[config.mk]
export PLATFORM = sky130hd
export DESIGN_NAME = decay_timer_ctrl
export DESIGN_NICKNAME = d
export VERILOG_FILES = /design/src/rtl/decay_timer_ctrl.sv
export SDC_FILE = /design/constraint.sdc
export NUM_CORES = 1
export LEC_CHECK = 0
export CAP_MARGIN = 0
export CORE_MARGIN = 1.5
export CORE_UTILIZATION = 30
export DETAILED_ROUTE_END_ITERATION = 10
export PLACE_DENSITY = 0.5
export SYNTH_ARGS = -nofsm -noshare
export SYNTH_HDL_FRONTEND = slang
export SYNTH_SLANG_ARGS = --single-unit
export TNS_END_PERCENT = 5
[constraint.sdc]
create_clock -name clk -period 7.9 [get_ports clk]
set_input_delay 1.58 -clock clk [delete_from_list [all_inputs] [get_ports clk]]
set_output_delay 1.58 -clock clk [all_outputs]
set_load 0.02 [all_outputs]
[src/rtl/decay_timer_ctrl.sv]
// ---------------------------------------------------------------------------
// decay_timer_ctrl
//
// Sequences one muon-lifetime measurement at a time. A coincidence pulse
// (start_pulse) opens a measurement. The first decay candidate (stop_pulse)
// that arrives at least MIN_GAP cycles later closes it. The measured interval
// is then offered downstream over a valid/ready handshake. A measurement that
// reaches WINDOW cycles without an accepted stop is counted as a timeout.
// Every completed event (reported or timed out) is followed by DEADTIME
// cycles of dead time before the block re-arms.
//
// Ports
//   clk            system clock, rising edge
//   rst_n          asynchronous active-low reset
//   enable         run enable (level); dropping it aborts a measurement
//   start_pulse    one-cycle coincidence pulse (muon stop)
//   stop_pulse     one-cycle decay-candidate pulse
//   result_valid   measured interval available
//   result_ready   consumer accepts result
//   result_time    measured interval in clk cycles
//   busy           high whenever the controller is not IDLE
//   state_dbg      IDLE=0, MEASURE=1, REPORT=2, DEAD=3
//   decay_count    accepted decays, saturating
//   timeout_count  window timeouts, saturating
//
// All outputs come straight from flops.
// ---------------------------------------------------------------------------
module decay_timer_ctrl #(
   parameter int CNT_W    = 16,
   parameter int WINDOW   = 20000,
   parameter int MIN_GAP  = 4,
   parameter int DEADTIME = 100
) (
   input  logic             clk,
   input  logic             rst_n,
   input  logic             enable,
   input  logic             start_pulse,
   input  logic             stop_pulse,
   output logic             result_valid,
   input  logic             result_ready,
   output logic [CNT_W-1:0] result_time,
   output logic             busy,
   output logic [1:0]       state_dbg,
   output logic [CNT_W-1:0] decay_count,
   output logic [CNT_W-1:0] timeout_count
);

   typedef enum logic [1:0] {
      IDLE    = 2'd0,
      MEASURE = 2'd1,
      REPORT  = 2'd2,
      DEAD    = 2'd3
   } state_t;

   // The dead-time counter is separate from the interval timer so that
   // DEADTIME is not limited by CNT_W.
   localparam int DEAD_W = (DEADTIME > 1) ? $clog2(DEADTIME) : 1;

   localparam logic [CNT_W-1:0]  WINDOW_C  = CNT_W'(WINDOW);
   localparam logic [CNT_W-1:0]  MIN_GAP_C = CNT_W'(MIN_GAP);
   localparam logic [CNT_W-1:0]  CNT_MAX   = {CNT_W{1'b1}};
   localparam logic [DEAD_W-1:0] DEAD_LAST = DEAD_W'(DEADTIME - 1);

   state_t            state_reg,         state_next;
   logic [CNT_W-1:0]  timer_reg,         timer_next;
   logic [DEAD_W-1:0] dead_cnt_reg,      dead_cnt_next;
   logic [CNT_W-1:0]  result_time_reg,   result_time_next;
   logic              result_valid_reg,  result_valid_next;
   logic [CNT_W-1:0]  decay_count_reg,   decay_count_next;
   logic [CNT_W-1:0]  timeout_count_reg, timeout_count_next;
   logic              busy_reg,          busy_next;

   // k: the interval value for the current MEASURE cycle. It never exceeds
   // WINDOW, so it cannot wrap.
   logic [CNT_W-1:0]  timer_inc;
   assign timer_inc = timer_reg + CNT_W'(1);

   always_ff @(posedge clk or negedge rst_n) begin
      if (!rst_n) begin
         state_reg         <= IDLE;
         timer_reg         <= '0;
         dead_cnt_reg      <= '0;
         result_time_reg   <= '0;
         result_valid_reg  <= 1'b0;
         decay_count_reg   <= '0;
         timeout_count_reg <= '0;
         busy_reg          <= 1'b0;
      end else begin
         state_reg         <= state_next;
         timer_reg         <= timer_next;
         dead_cnt_reg      <= dead_cnt_next;
         result_time_reg   <= result_time_next;
         result_valid_reg  <= result_valid_next;
         decay_count_reg   <= decay_count_next;
         timeout_count_reg <= timeout_count_next;
         busy_reg          <= busy_next;
      end
   end

   always_comb begin
      state_next         = state_reg;
      timer_next         = timer_reg;
      dead_cnt_next      = dead_cnt_reg;
      result_time_next   = result_time_reg;
      result_valid_next  = result_valid_reg;
      decay_count_next   = decay_count_reg;
      timeout_count_next = timeout_count_reg;

      case (state_reg)
         IDLE: begin
            // stop_pulse is ignored here; a simultaneous start still arms.
            if (start_pulse && enable) begin
               state_next = MEASURE;
               timer_next = '0;
            end
         end

         MEASURE: begin
            timer_next = timer_inc;
            if (!enable) begin
               state_next = IDLE;
            end else if (stop_pulse && (timer_inc >= MIN_GAP_C)) begin
               // A stop exactly at WINDOW is a valid decay and wins over
               // the timeout.
               result_time_next  = timer_inc;
               result_valid_next = 1'b1;
               if (decay_count_reg != CNT_MAX) begin
                  decay_count_next = decay_count_reg + CNT_W'(1);
               end
               state_next = REPORT;
            end else if (timer_inc == WINDOW_C) begin
               if (timeout_count_reg != CNT_MAX) begin
                  timeout_count_next = timeout_count_reg + CNT_W'(1);
               end
               state_next    = DEAD;
               timer_next    = '0;
               dead_cnt_next = '0;
            end
         end

         REPORT: begin
            // result_valid is high throughout REPORT, so ready alone
            // completes the transfer.
            if (result_ready) begin
               result_valid_next = 1'b0;
               state_next        = DEAD;
               timer_next        = '0;
               dead_cnt_next     = '0;
            end
         end

         DEAD: begin
            // The first DEAD cycle has dead_cnt = 0. Leaving on count
            // DEADTIME-1 therefore gives exactly DEADTIME DEAD cycles.
            if (dead_cnt_reg == DEAD_LAST) begin
               state_next = IDLE;
            end else begin
               dead_cnt_next = dead_cnt_reg + DEAD_W'(1);
            end
         end

         default: state_next = IDLE;
      endcase

      busy_next = (state_next != IDLE);
   end

   assign result_valid  = result_valid_reg;
   assign result_time   = result_time_reg;
   assign busy          = busy_reg;
   assign state_dbg     = state_reg;
   assign decay_count   = decay_count_reg;
   assign timeout_count = timeout_count_reg;

endmodule
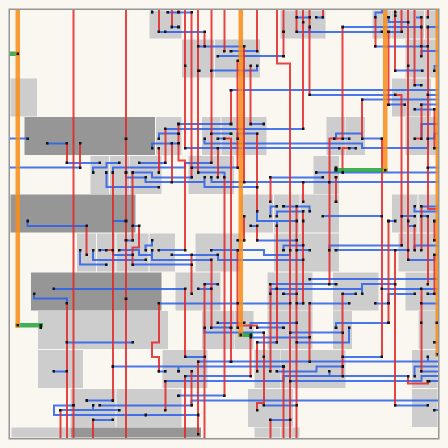
(close-up of the layout)
Window x 45 to 75, y 21 to 51 µm. Cells in gray, sequential cells in the stronger gray; small squares are vias.
[orange] met4
[green] met3
[blue] met1
[red] met2
sequential cells in the window: 3
netlist names of flops here include: `timer_reg` (3)
most frequent: nand2_1 (9), and3_1 (5), nand3_1 (4)
cells with their middle in the window: 54

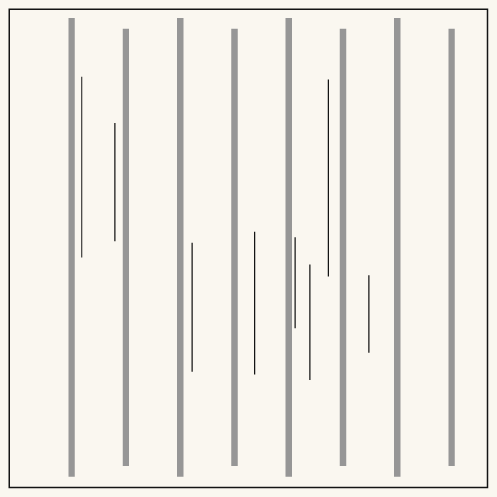
(metal 4)
Drawn at 4 px/µm. Supply wires on this layer in gray.
share of all routed wire: 2.7%
longest straight run: 49.0 µm
final wirelength: 9650 µm
routed via count: 3299

==> summary.txt <==
run results: status complete, no violations, area taken by flip-flops and latches 0.00188 mm², number of well taps 176, post-layout total power 1230 µW, top cells by instance count after synthesis 75 x dfrtp_1, 57 x nand2_1, 29 x xor2_1, critical path capture point timeout_count[13]$_DFFE_PN0P_, met1 demand-to-capacity share in global routing 0.201, top routing layer in use met4, largest incremental delay on the critical path 0.67 ns, part of the total power dissipated in sequential elements 0.404, worst reg2reg setup slack 4.17 ns, Adder Area Share 0.0154, global-route met3 utilization 0.0340, total leakage power 0.00221 µW, Seq/total area 0.371, ao+oa area frac 0.105, share of cell area taken by multi-input logic gates 0.402, Routed met1 length 4770 µm, detailed-route DRC error count 0, horizontal extent of the die 119 µm, kind of capture point of the worst setup path flip-flop, Chip Footprint 0.0142 mm², prevailing logic family in the synthesized netlist simple AND/OR/NAND/NOR gates, max-cap viol count 0, placement-stage cell area 0.00475 mm², via count of the first global-routing pass 3271, Post-Synthesis Cells 426, sequential fraction of the synthesis area 0.463, largest vdd supply drop 146 µV, worst slack after detailed placement 3.81 ns, post-route ant nets 0, final-report hold violation count 0, count of warnings emitted by yosys 0, Int Power 810 µW, total iterations of the first detailed-routing run 4, unrepaired setup endpoints after global routing no, bufs w/o clock 59, final estimated routing congestion in global placement 0.830, non-clock buffering overhead in the final layout 0.115, aggregate global-route resource usage 0.146, library cell contributing the largest single delay on the critical path nand4bb_1, largest cells by area after synthesis dfrtp_1 46%, xor2_1 6.3%, nand2_1 5.3%, quantity of gates resized following cts 0, number of buffers created by CTS 9, antenna violations before repair 0
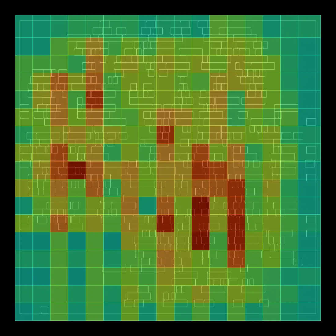
(congestion heat map)
GR Layer Usage met2: 0.215
global route hottest layer: met2

Power is estimated from default activity; no workload was simulated.
